==> config.mk <==
export PLATFORM = sky130hd
export DESIGN_NAME = pic_cmd_sequencer
export DESIGN_NICKNAME = d
export VERILOG_FILES = /design/src/rtl/pic_cmd_sequencer.sv
export SDC_FILE = /design/constraint.sdc
export NUM_CORES = 1
export LEC_CHECK = 0
export CAP_MARGIN = 20
export CORE_MARGIN = 5
export CORE_UTILIZATION = 41
export DETAILED_ROUTE_END_ITERATION = 16
export PLACE_DENSITY = 0.7
export SLEW_MARGIN = 15
export SYNTH_ARGS = -nofsm -noshare
export SYNTH_HDL_FRONTEND = slang
export SYNTH_SLANG_ARGS = --single-unit
export TNS_END_PERCENT = 1
==> constraint.sdc <==
create_clock -name clk -period 1.6 [get_ports clk]
set_input_delay 0.32 -clock clk [delete_from_list [all_inputs] [get_ports clk]]
set_output_delay 0.32 -clock clk [all_outputs]
set_load 0.1 [all_outputs]
==> src/rtl/pic_cmd_sequencer.sv <==
// rtl/pic_cmd_sequencer.sv - clocked 8259 command sequencer: strobe sync, ICW FSM, OCW latches
module pic_cmd_sequencer #(
  parameter int SYNC_STAGES  = 2,
  parameter int INIT_TIMEOUT = 0,
  parameter int TMO_W        = 16
) (
  input  logic       clk,
  input  logic       rst_n,
  input  logic       cs_n,
  input  logic       rd_n,
  input  logic       wr_n,
  input  logic       a0,
  input  logic [7:0] din,
  output logic [7:0] icw1_q,
  output logic [7:0] icw2_q,
  output logic [7:0] icw3_q,
  output logic [7:0] icw4_q,
  output logic [7:0] imr_q,
  output logic [7:0] ocw2_q,
  output logic [7:0] ocw3_q,
  output logic [2:0] wr_flag,
  output logic       wr_pulse,
  output logic [2:0] rd_sel,
  output logic       rd_pulse,
  output logic       init_done,
  output logic       poll_req,
  output logic       tmo_err
);

  typedef enum logic [2:0] {S_IDLE, S_W_ICW2, S_W_ICW3, S_W_ICW4, S_READY} state_t;

  localparam logic [2:0] RD_IRR  = 3'b001;
  localparam logic [2:0] RD_IMR  = 3'b011;
  localparam logic [2:0] RD_ISR  = 3'b101;
  localparam logic [2:0] RD_POLL = 3'b110;
  localparam bit TMO_EN = (INIT_TIMEOUT > 0);
  localparam logic [TMO_W-1:0] TMO_LAST = TMO_W'((INIT_TIMEOUT > 0) ? INIT_TIMEOUT - 1 : 0);

  logic [SYNC_STAGES-1:0]      cs_sync_q, cs_sync_d, rd_sync_q, rd_sync_d;
  logic [SYNC_STAGES-1:0]      wr_sync_q, wr_sync_d, a0_sync_q, a0_sync_d;
  logic [SYNC_STAGES-1:0][7:0] din_sync_q, din_sync_d;
  logic       wr_prev_q, wr_prev_d, rd_prev_q, rd_prev_d, a0_prev_q, a0_prev_d;
  logic [7:0] din_prev_q, din_prev_d;
  logic       cs_s, rd_s, wr_s, a0_s;
  logic       wr_evt, rd_evt, icw_acc;

  state_t     state_q, state_d;
  logic [7:0] icw1_d, icw2_d, icw3_d, icw4_d, imr_d, ocw2_d, ocw3_d;
  logic [2:0] wr_flag_q, wr_flag_d, rd_sel_q, rd_sel_d;
  logic       wr_pulse_q, wr_pulse_d, rd_pulse_q, rd_pulse_d;
  logic       poll_req_q, poll_req_d, poll_pend_q, poll_pend_d;
  logic       tmo_err_q, tmo_err_d;
  logic [TMO_W-1:0] tmo_cnt_q, tmo_cnt_d;

  always_comb begin
    cs_sync_d     = cs_sync_q;
    rd_sync_d     = rd_sync_q;
    wr_sync_d     = wr_sync_q;
    a0_sync_d     = a0_sync_q;
    din_sync_d    = din_sync_q;
    cs_sync_d[0]  = cs_n;
    rd_sync_d[0]  = rd_n;
    wr_sync_d[0]  = wr_n;
    a0_sync_d[0]  = a0;
    din_sync_d[0] = din;
    for (int i = 1; i < SYNC_STAGES; i++) begin
      cs_sync_d[i]  = cs_sync_q[i-1];
      rd_sync_d[i]  = rd_sync_q[i-1];
      wr_sync_d[i]  = wr_sync_q[i-1];
      a0_sync_d[i]  = a0_sync_q[i-1];
      din_sync_d[i] = din_sync_q[i-1];
    end
  end

  assign cs_s = cs_sync_q[SYNC_STAGES-1];
  assign rd_s = rd_sync_q[SYNC_STAGES-1];
  assign wr_s = wr_sync_q[SYNC_STAGES-1];
  assign a0_s = a0_sync_q[SYNC_STAGES-1];

  // Write data is taken from the cycle before wr_n rose, i.e. the stable low phase.
  assign wr_prev_d  = wr_s;
  assign rd_prev_d  = rd_s;
  assign a0_prev_d  = a0_s;
  assign din_prev_d = din_sync_q[SYNC_STAGES-1];

  assign wr_evt = wr_s & ~wr_prev_q & ~cs_s & rd_s;
  assign rd_evt = ~rd_s & rd_prev_q & ~cs_s & wr_s;

  always_comb begin
    state_d     = state_q;
    icw1_d      = icw1_q;
    icw2_d      = icw2_q;
    icw3_d      = icw3_q;
    icw4_d      = icw4_q;
    imr_d       = imr_q;
    ocw2_d      = ocw2_q;
    ocw3_d      = ocw3_q;
    wr_flag_d   = wr_flag_q;
    wr_pulse_d  = 1'b0;
    rd_sel_d    = rd_sel_q;
    rd_pulse_d  = 1'b0;
    poll_req_d  = 1'b0;
    poll_pend_d = poll_pend_q;
    tmo_err_d   = 1'b0;
    tmo_cnt_d   = '0;
    icw_acc     = 1'b0;

    if (wr_evt && !a0_prev_q && din_prev_q[4]) begin
      icw1_d      = din_prev_q;
      icw4_d      = din_prev_q[0] ? icw4_q : 8'h00;
      imr_d       = 8'h00;
      ocw2_d      = 8'h00;
      ocw3_d      = 8'h00;
      poll_pend_d = 1'b0;
      wr_flag_d   = 3'd0;
      wr_pulse_d  = 1'b1;
      icw_acc     = 1'b1;
      state_d     = S_W_ICW2;
    end else if (wr_evt) begin
      case (state_q)
        S_W_ICW2: if (a0_prev_q) begin
          icw2_d     = din_prev_q;
          wr_flag_d  = 3'd1;
          wr_pulse_d = 1'b1;
          icw_acc    = 1'b1;
          if (!icw1_q[1])     state_d = S_W_ICW3;
          else if (icw1_q[0]) state_d = S_W_ICW4;
          else                state_d = S_READY;
        end
        S_W_ICW3: if (a0_prev_q) begin
          icw3_d     = din_prev_q;
          wr_flag_d  = 3'd2;
          wr_pulse_d = 1'b1;
          icw_acc    = 1'b1;
          state_d    = icw1_q[0] ? S_W_ICW4 : S_READY;
        end
        S_W_ICW4: if (a0_prev_q) begin
          icw4_d     = din_prev_q;
          wr_flag_d  = 3'd3;
          wr_pulse_d = 1'b1;
          icw_acc    = 1'b1;
          state_d    = S_READY;
        end
        S_READY: begin
          wr_pulse_d = 1'b1;
          if (a0_prev_q) begin
            imr_d     = din_prev_q;
            wr_flag_d = 3'd4;
          end else if (!din_prev_q[3]) begin
            ocw2_d    = din_prev_q;
            wr_flag_d = 3'd5;
          end else begin
            ocw3_d      = din_prev_q;
            wr_flag_d   = 3'd6;
            poll_req_d  = din_prev_q[2];
            poll_pend_d = poll_pend_q | din_prev_q[2];
          end
        end
        default: ;
      endcase
    end

    // Idle time between ICWs is bounded; contents survive an abort.
    if (TMO_EN && !icw_acc &&
        (state_q == S_W_ICW2 || state_q == S_W_ICW3 || state_q == S_W_ICW4)) begin
      if (tmo_cnt_q == TMO_LAST) begin
        state_d   = S_IDLE;
        tmo_err_d = 1'b1;
      end else begin
        tmo_cnt_d = tmo_cnt_q + TMO_W'(1);
      end
    end

    if (rd_evt) begin
      rd_pulse_d = 1'b1;
      if (a0_s) begin
        rd_sel_d = RD_IMR;
      end else if (poll_pend_q) begin
        rd_sel_d    = RD_POLL;
        poll_pend_d = 1'b0;
      end else if (state_q == S_READY && ocw3_q[1:0] == 2'b11) begin
        rd_sel_d = RD_ISR;
      end else begin
        rd_sel_d = RD_IRR;
      end
    end
  end

  always_ff @(posedge clk) begin
    if (!rst_n) begin
      cs_sync_q   <= '1;
      rd_sync_q   <= '1;
      wr_sync_q   <= '1;
      a0_sync_q   <= '0;
      din_sync_q  <= '0;
      wr_prev_q   <= 1'b1;
      rd_prev_q   <= 1'b1;
      a0_prev_q   <= 1'b0;
      din_prev_q  <= 8'h00;
      state_q     <= S_IDLE;
      icw1_q      <= 8'h00;
      icw2_q      <= 8'h00;
      icw3_q      <= 8'h00;
      icw4_q      <= 8'h00;
      imr_q       <= 8'h00;
      ocw2_q      <= 8'h00;
      ocw3_q      <= 8'h00;
      wr_flag_q   <= 3'd0;
      wr_pulse_q  <= 1'b0;
      rd_sel_q    <= RD_IRR;
      rd_pulse_q  <= 1'b0;
      poll_req_q  <= 1'b0;
      poll_pend_q <= 1'b0;
      tmo_err_q   <= 1'b0;
      tmo_cnt_q   <= '0;
    end else begin
      cs_sync_q   <= cs_sync_d;
      rd_sync_q   <= rd_sync_d;
      wr_sync_q   <= wr_sync_d;
      a0_sync_q   <= a0_sync_d;
      din_sync_q  <= din_sync_d;
      wr_prev_q   <= wr_prev_d;
      rd_prev_q   <= rd_prev_d;
      a0_prev_q   <= a0_prev_d;
      din_prev_q  <= din_prev_d;
      state_q     <= state_d;
      icw1_q      <= icw1_d;
      icw2_q      <= icw2_d;
      icw3_q      <= icw3_d;
      icw4_q      <= icw4_d;
      imr_q       <= imr_d;
      ocw2_q      <= ocw2_d;
      ocw3_q      <= ocw3_d;
      wr_flag_q   <= wr_flag_d;
      wr_pulse_q  <= wr_pulse_d;
      rd_sel_q    <= rd_sel_d;
      rd_pulse_q  <= rd_pulse_d;
      poll_req_q  <= poll_req_d;
      poll_pend_q <= poll_pend_d;
      tmo_err_q   <= tmo_err_d;
      tmo_cnt_q   <= tmo_cnt_d;
    end
  end

  assign wr_flag   = wr_flag_q;
  assign wr_pulse  = wr_pulse_q;
  assign rd_sel    = rd_sel_q;
  assign rd_pulse  = rd_pulse_q;
  assign poll_req  = poll_req_q;
  assign tmo_err   = tmo_err_q;
  assign init_done = (state_q == S_READY);

endmodule

### Clock wires, drivers and flops, run 1

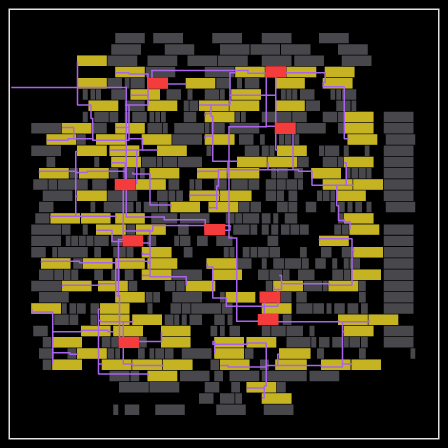
[red] cells driving clock nets | count: 9
[yellow] flip-flops | count: 103
[purple] clock wires | length: 1060 um
routed clock nets: 10
flops lie: widely spread

### Routed metal, one color a layer, run 1

The bar under the picture is 20 um long.
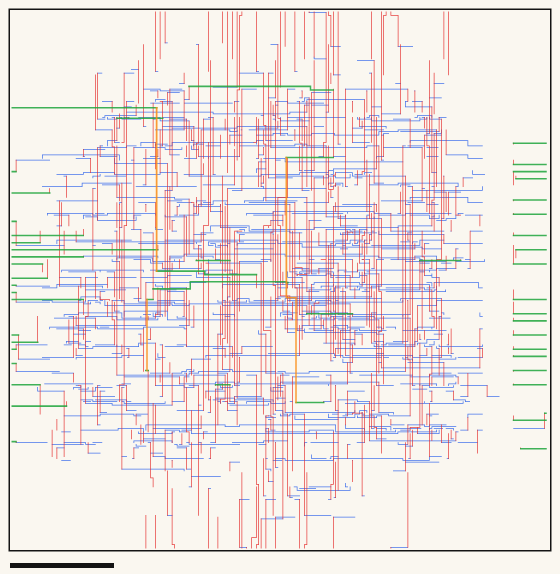
| color | layer | wire length |
|---|---|---|
| red | met2 | 4110 um |
| green | met3 | 389 um |
| orange | met4 | 93.6 um |
| blue | met1 | 3800 um |

==> flow_summary_export.csv, run 1 <==
group,metric,value,unit
outcome,status,"finished, violations left",
outcome,violations,"negative setup slack",
clocking,post-cts-setup-buffers,2,
power_and_ir_drop,leakagePower,2.213,nW
synthesis,ys_sh_mux,0.07563,
route,drtIter0Drc,111,
synthesis,synth.distinct_cells,42,
place,io_buffer_count,78,
route,drt-total-wl,8.389,mm
synthesis,yosys_cells,363,
worst_setup_path,r2r_slack,-0.06,ns
worst_setup_path,slowest_delay,0.40,ns
synthesis,ys_warn_count,0,
global_routing,grt_pass1_wl,13.05,mm
clocking,clkLatencyLatePin,0.36,ns
power_and_ir_drop,clk-power,1.69,mW
final_timing,fin_ws,-0.2064,ns
synthesis,yosysTopAreaCellShare,0.5770,
clocking,cts_tree,"done",
power_and_ir_drop,powerComb,0.154,mW
final_timing,period_needed,1.806,ns
global_routing,grtUsageMet2,0.2549,
power_and_ir_drop,ir_drop,0.0005121,V
worst_setup_path,reg2reg_to,"ocw3_q[5]",
route,drt-met1-wl,3.799,mm
floorplan,core,0.008593,mm2
synthesis,ff_type,"dfxtp_1",
final_layout,drive_gt1_frac,0.2643,
final_layout,register_area,0.002067,mm2
route,vias,2690,
clocking,cts_hold_buf,0,
final_layout,diodes,0,
worst_setup_path,crit_end,"init_done",
synthesis,top_cells_by_count,"103 x dfxtp_1, 38 x nor2_1, 35 x nand2_1",
synthesis,synthArstFlopShare,0,
worst_setup_path,path_class,"register to primary output",
route,dr.pass1.iters,4,
synthesis,xor_share,0,
global_routing,use_met3,0.04292,
final_layout,comb_area,0.001408,mm2
synthesis,synthTopLogicFamily,"simple AND/OR/NAND/NOR gates",
hold_path,holdPathStages,3,
worst_setup_path,crit_family,"simple AND/OR/NAND/NOR gates",
final_timing,fin_tns_setup,-0.4655,ns
synthesis,adder_share,0,
power_and_ir_drop,p_sw_frac,0.2199,
hold_path,hp-class,"input pin to register",
synthesis,ys_seq_share,0.5770,
power_and_ir_drop,p_total,4.467,mW
route,top_layer_used,"met4",
place,dp_hpwl,5.968,mm
synthesis,ys_area,0.003573,mm2
global_routing,antenna_found_initial,0,
final_timing,fin_skew,0.008049,ns
route,antenna_left,0,
worst_setup_path,critPathBufInv,3,
job,tool_warnings,29,
synthesis,top_cells_by_area,"dfxtp_1 58%, mux2i_1 7.6%, and2_1 5.1%, nor2_1 4.0%, nand2_1 3.7%",
power_and_ir_drop,comb_power_share,0.034,
power_and_ir_drop,power_sequential,2.62,mW
global_routing,busiest_layer,"met2",
worst_setup_path,end_kind,"primary output",
power_and_ir_drop,p_seq_frac,0.587,
final_timing,slew_headroom,0.6495,
worst_setup_path,startpoint,"state_q[1]",
final_timing,setup_viol,8,
worst_setup_path,reg2regPathDepth,7,
worst_setup_path,cp.arrival,1.49,ns
final_timing,clock.fmax,553.6,MHz
route,via_per_inst,4.786,
final_layout,fillers,675,
route,drc,0,
synthesis,ys.flops,103,
clocking,root_buffer,"clkbuf_8",
worst_setup_path,cp-start-kind,"register",
worst_setup_path,cp_slowest_cell,"or3b_4",
clocking,cts_made_buffers,9,
clocking,clock_path_buffers,2,
worst_setup_path,cp.required,1.28,ns
### Track usage over the die, run 1

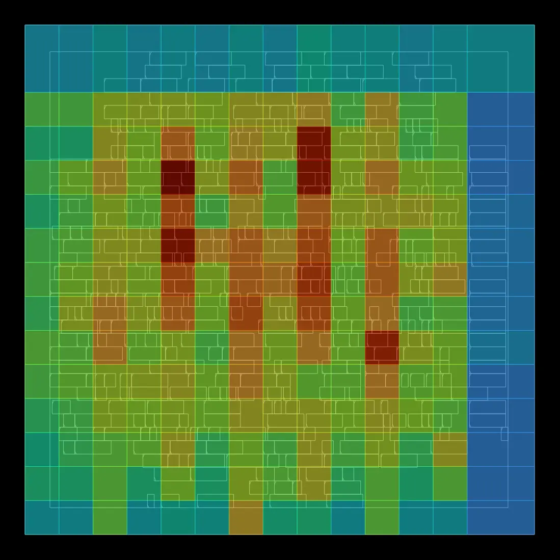
all-layer global routing usage: 0.1622
routing usage on met1: 0.2170

-- run 1: stage by stage --
step	area, um2	instances	utilization	hold WS [ns]	setup slack, ns
floorplan	3595	364	-	0.3863	-0.1645
global placement	5233	544	0.6089	0.3912	0.02739
detailed placement	5233	544	0.6089	0.3918	-0.04279
CTS	5475	562	0.6372	0.2749	-0.2194
global route	5483	562	0.6380	0.2848	-0.2516
finish	5483	562	0.6380	0.2897	-0.2064
-- run 1: cell type report --
cell class | count | share of cell area
Sequential cell | 103 | 0.3770
Multi-Input combinational cell | 231 | 0.2567
Timing Repair Buffer | 101 | 0.2999
Clock inverter | 5 | 0.01141
Inverter | 3 | 0.002738
Clock buffer | 11 | 0.02761
Tap cell | 108 | 0.02465
==> run 2, diff against run 1 <==
--- a/config.mk
+++ b/config.mk
@@ -8,6 +8,7 @@
 export CAP_MARGIN = 20
 export CORE_MARGIN = 5
 export CORE_UTILIZATION = 41
+export CTS_CLUSTER_SIZE = 20
 export DETAILED_ROUTE_END_ITERATION = 16
 export PLACE_DENSITY = 0.7
 export SLEW_MARGIN = 15
### Track usage over the die, run 2

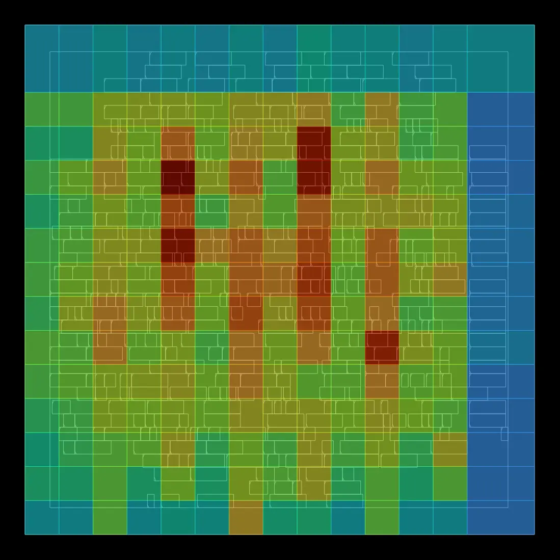
met3 GRT Util: 0.04292
final core occ: 0.6380

==> flow_summary_export.csv, run 2 <==
group,metric,value,unit
outcome,status,"finished, violations left",
outcome,violations,"negative setup slack",
job,cap_violations,0,
route,antenna_left,0,
worst_setup_path,end_kind,"primary output",
synthesis,yosys_cells,363,
final_layout,finalNonFillerCells,562,
power_and_ir_drop,p_sw_frac,0.2199,
power_and_ir_drop,comb_power_share,0.034,
worst_setup_path,cp_slowest_cell,"or3b_4",
global_routing,grt_pass1_wl,13.05,mm
worst_setup_path,reg2reg_from,"state_q[1]",
synthesis,top_area_cell,"dfxtp_1",
job,tool_warnings,29,
clocking,clkLatencyLatePin,0.36,ns
synthesis,ys_area,0.003573,mm2
synthesis,ys.flops,103,
synthesis,synthArstFlopShare,0,
place,io_buffer_count,78,
route,drtIter0Drc,111,
final_layout,comb_area,0.001408,mm2
synthesis,yosysTopAreaCellShare,0.5770,
clocking,post-cts-setup-buffers,2,
final_layout,drive_gt1_frac,0.2643,
worst_setup_path,path_class,"register to primary output",
hold_path,holdPathStages,3,
power_and_ir_drop,leakagePower,2.213,nW
route,drc,0,
power_and_ir_drop,powerComb,0.154,mW
power_and_ir_drop,p_total,4.467,mW
floorplan,core,0.008593,mm2
floorplan,die_h,103.4,um
power_and_ir_drop,p_seq_frac,0.587,
worst_setup_path,reg2regPathDepth,7,
final_timing,whs,0.2897,ns
clocking,clock-sinks,103,
global_routing,antenna_found_initial,0,
synthesis,ff_type,"dfxtp_1",
synthesis,ys_warn_count,0,
power_and_ir_drop,power_sequential,2.62,mW
final_layout,fillers,675,
route,dr.pass1.iters,4,
final_timing,fin_ws,-0.2064,ns
synthesis,top_cells_by_count,"103 x dfxtp_1, 38 x nor2_1, 35 x nand2_1",
final_layout,final_cell_area,0.005483,mm2
clocking,root_buffer,"clkbuf_8",
worst_setup_path,crit_family,"simple AND/OR/NAND/NOR gates",
final_layout,register_area,0.002067,mm2
worst_setup_path,r2r_slack,-0.06,ns
place,dp_hpwl,5.968,mm
worst_setup_path,crit_end,"init_done",
worst_setup_path,startpoint,"state_q[1]",
place,dpl_cell_area,0.005233,mm2
final_timing,slew_headroom,0.6495,
final_timing,clock.fmax,553.6,MHz
final_timing,setup_viol,8,
clocking,cts_tree,"done",
clocking,clock_path_buffers,2,
clocking,cts_made_buffers,9,
power_and_ir_drop,clk-power,1.69,mW
synthesis,ys_seq_share,0.5770,
worst_setup_path,slowest_delay,0.40,ns
final_timing,fin_tns_setup,-0.4655,ns
power_and_ir_drop,ir_drop,0.0005121,V
worst_setup_path,cp.arrival,1.49,ns
place,dp.cells,544,
synthesis,synth_cells,363,
route,vias,2690,
worst_setup_path,cp-start-kind,"register",
place,pre_cts_ws,-0.04279,ns
synthesis,synth.distinct_cells,42,
final_layout,diodes,0,
worst_setup_path,cp.required,1.28,ns
route,drt-total-wl,8.389,mm
clocking,cts_hold_buf,0,
synthesis,top_cells_by_area,"dfxtp_1 58%, mux2i_1 7.6%, and2_1 5.1%, nor2_1 4.0%, nand2_1 3.7%",
hold_path,hp-class,"input pin to register",
final_timing,fin_skew,0.008049,ns
route,via_per_inst,4.786,
floorplan,io_pins,81,
final_timing,period_needed,1.806,ns
worst_setup_path,reg2reg_to,"ocw3_q[5]",
global_routing,grt_usage,0.1622,
worst_setup_path,critPathBufInv,3,
run 2: cell counts after synthesis:
Identical to the previous run, type by type.
run 2: cell families after synthesis:
family	Yosys count	synth area share
compound gates	47	0.07878
buf+inv	30	0.03641
flops	103	0.5770
mux	27	0.07563
other cells	1	0.001049
simple gates	155	0.2311
run 2: layout make-up:
type | instances | area share
sequential | 103 | 0.3770
timing repair buffer | 101 | 0.2999
multi-input combinational | 231 | 0.2567
clock buffer | 11 | 0.02761
tap | 108 | 0.02465
clock inverter | 5 | 0.01141
inverter | 3 | 0.002738
run 2: metal layers:
layer	vias to the layer above	GRT usage	share of wire	routed length [um]
met3	7	0.04292	0.046	388
met5	-	0	0	0
li1	1385	-	-	-
met1	1239	0.2170	0.45	3799
met2	59	0.2549	0.49	4107
met4	0	0.05478	0.011	93
==> run 3, diff against run 2 <==
--- a/config.mk
+++ b/config.mk
@@ -6,7 +6,6 @@
 export NUM_CORES = 1
 export LEC_CHECK = 0
 export CAP_MARGIN = 20
-export CORE_MARGIN = 5
 export CORE_UTILIZATION = 41
 export CTS_CLUSTER_SIZE = 20
 export DETAILED_ROUTE_END_ITERATION = 16
@@ -15,4 +14,3 @@
 export SYNTH_ARGS = -nofsm -noshare
 export SYNTH_HDL_FRONTEND = slang
 export SYNTH_SLANG_ARGS = --single-unit
-export TNS_END_PERCENT = 1
==> constraint.sdc (replaced) <==
create_clock -name clk -period 1.6 [get_ports clk]
set_input_delay 0.32 -clock clk [delete_from_list [all_inputs] [get_ports clk]]
set_output_delay 0.32 -clock clk [all_outputs]
set_load 0.01 [all_outputs]
### Routed metal, one color a layer, run 3

The bar under the picture is 20 um long.
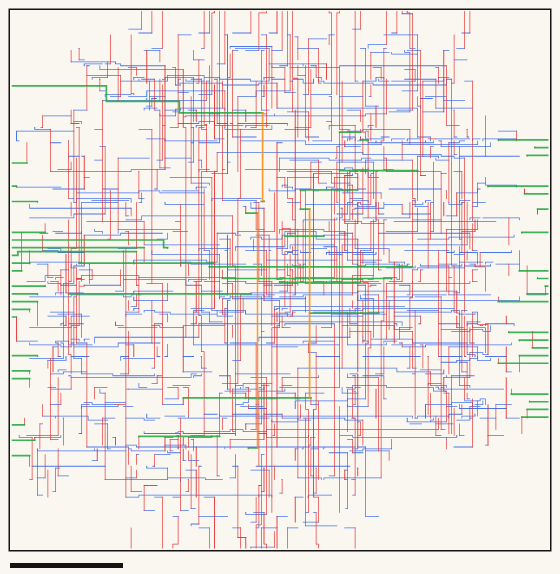
| color | layer | wire length |
|---|---|---|
| green | met3 | 507 um |
| blue | met1 | 3660 um |
| orange | met4 | 90.4 um |
| red | met2 | 3940 um |

==> flow_summary_export.csv, run 3 <==
group,metric,value,unit
worst_setup_path,cp.arrival,1.88,ns
route,drt-total-wl,8.192,mm
final_layout,comb_share,0.2854,
floorplan,fp_util,0.4284,
clocking,clock-sinks,103,
synthesis,adder_share,0,
synthesis,yosys_cells,363,
worst_setup_path,reg2regPathDepth,6,
power_and_ir_drop,clkPwrFrac,0.373,
power_and_ir_drop,leakagePower,2.807,nW
final_timing,fin_ws,-0.01927,ns
power_and_ir_drop,intPower,3.437,mW
synthesis,yosysTopAreaCellShare,0.5770,
clocking,cts_hold_buf,0,
global_routing,grt_pass1_wl,13.12,mm
synthesis,ff_type,"dfxtp_1",
power_and_ir_drop,power_sequential,2.62,mW
floorplan,row_count,33,
job,cap_violations,0,
worst_setup_path,cp_slowest_cell,"or3b_4",
final_layout,seq_area_frac,0.4159,
route,drtIter0Drc,136,
final_timing,period_needed,1.619,ns
power_and_ir_drop,clk-power,1.64,mW
final_layout,n_sequential_cell,103,
final_layout,diodes,0,
clocking,cts_made_buffers,9,
power_and_ir_drop,powerComb,0.134,mW
synthesis,ys_area,0.003573,mm2
clocking,root_buffer,"clkbuf_8",
synthesis,synthTopLogicFamily,"simple AND/OR/NAND/NOR gates",
synthesis,synth_cells,363,
power_and_ir_drop,power.density,883.0,mW/mm2
outcome,status,"finished, violations left",
final_timing,whs,0.3916,ns
synthesis,top_cells_by_area,"dfxtp_1 58%, mux2i_1 7.6%, and2_1 5.1%, nor2_1 4.0%, nand2_1 3.7%",
power_and_ir_drop,ir_drop,0.0003966,V
final_layout,inverters,3,
final_timing,setup_viol,2,
synthesis,netlist_area,0.003573,mm2
synthesis,synthArstFlopShare,0,
power_and_ir_drop,p_sw_frac,0.2178,
final_layout,multi_input_comb_cells,231,
worst_setup_path,reg2reg_from,"state_q[1]",
floorplan,io_pins,81,
final_layout,clockBufferCount,10,
clocking,clock_path_buffers,2,
worst_setup_path,critPathBufInv,2,
route,drc,0,
synthesis,top_cells_by_count,"103 x dfxtp_1, 38 x nor2_1, 35 x nand2_1",
synthesis,synth.distinct_cells,42,
hold_path,hp-start,"rst_n",
hold_path,holdPathStages,4,
final_layout,fillers,736,
worst_setup_path,cp-start-kind,"register",
hold_path,hp-class,"input pin to register",
worst_setup_path,crit_family,"simple AND/OR/NAND/NOR gates",
job,tool_warnings,29,
worst_setup_path,cp.required,1.86,ns
worst_setup_path,startpoint,"state_q[1]",
synthesis,synth-simple-area-share,0.2311,
worst_setup_path,reg2reg_to,"ocw3_q[5]",
route,dr.pass1.iters,4,
worst_setup_path,r2r_slack,-0.02,ns
worst_setup_path,crit_end,"ocw3_q[5]",
final_layout,dominant_cells,"sequential cells",
power_and_ir_drop,comb_power_share,0.031,
synthesis,ys_sh_mux,0.07563,
synthesis,synthAoiAreaFrac,0.07878,
worst_setup_path,path_class,"register to register",
outcome,violations,"negative setup slack",
floorplan,nWellTaps,105,
worst_setup_path,end_kind,"register",
place,pre_cts_ws,-0.05944,ns
final_layout,register_area,0.002069,mm2
synthesis,top_area_cell,"dfxtp_1",
floorplan,core,0.008341,mm2
final_layout,drive_gt1_frac,0.1397,
final_layout,comb_area,0.001420,mm2
route,vias,2741,
route,via_per_inst,4.869,
final_layout,buffers,105,
final_layout,final-nonclk-buf-share,0.2288,
final_layout,postLayoutCoreUtil,0.5966,
clocking,cts_tree,"done",
power_and_ir_drop,p_seq_frac,0.597,
power_and_ir_drop,power.switching,0.9568,mW
final_layout,clk_share,0.04124,
synthesis,ys.flops,103,
route,antenna_left,0,
final_timing,fin_skew,0.01303,ns
floorplan,die_h,95.36,um
place,dp_hpwl,5.481,mm
worst_setup_path,slowest_delay,0.40,ns
synthesis,ys_seq_share,0.5770,
synthesis,xor_share,0,
power_and_ir_drop,power_leader,"sequential cells",
final_timing,fin_crit_sh,1.012,
clocking,htreeDepth,3,
clocking,clkLatencyLatePin,0.36,ns
final_timing,clock.fmax,617.6,MHz
place,io_buffer_count,78,
global_routing,grt_usage,0.1939,
global_routing,antenna_found_initial,0,
worst_setup_path,path_cells,"or3b_4, buf_4, nor3_4, buf_6, mux2i_1, nor2_1",
synthesis,ys_warn_count,0,
[run 3: cell counts after synthesis]
Identical to the previous run, type by type.
[run 3: metrics by stage]
step | area (um2) | total power, mW | cells | setup TNS [ns]
after floorplan | 3583 | 2.746 | 364 | -0.5919
after global placement | 4577 | 2.811 | 544 | -0.05415
after detailed placement | 4577 | 2.814 | 544 | -0.1195
after CTS | 4775 | 4.435 | 560 | -0.04375
after global routing | 4976 | 4.581 | 563 | -0.6778
final | 4976 | 4.394 | 563 | -0.02641
[run 3: what timing repair did]
action	4_1_cts	5_1_grt
pin swaps	2	2
cloned	0	0
endpoints found under the setup margin	18	83
resized	14	60
setup buffers	0	3
[run 3: layer usage]
metal	GRT usage	share of wire
met1	0.2526	0.45
met2	0.3143	0.48
met3	0.04864	0.062
met4	0.06061	0.011
met5	0	0
Power is estimated from default activity; no workload was simulated.
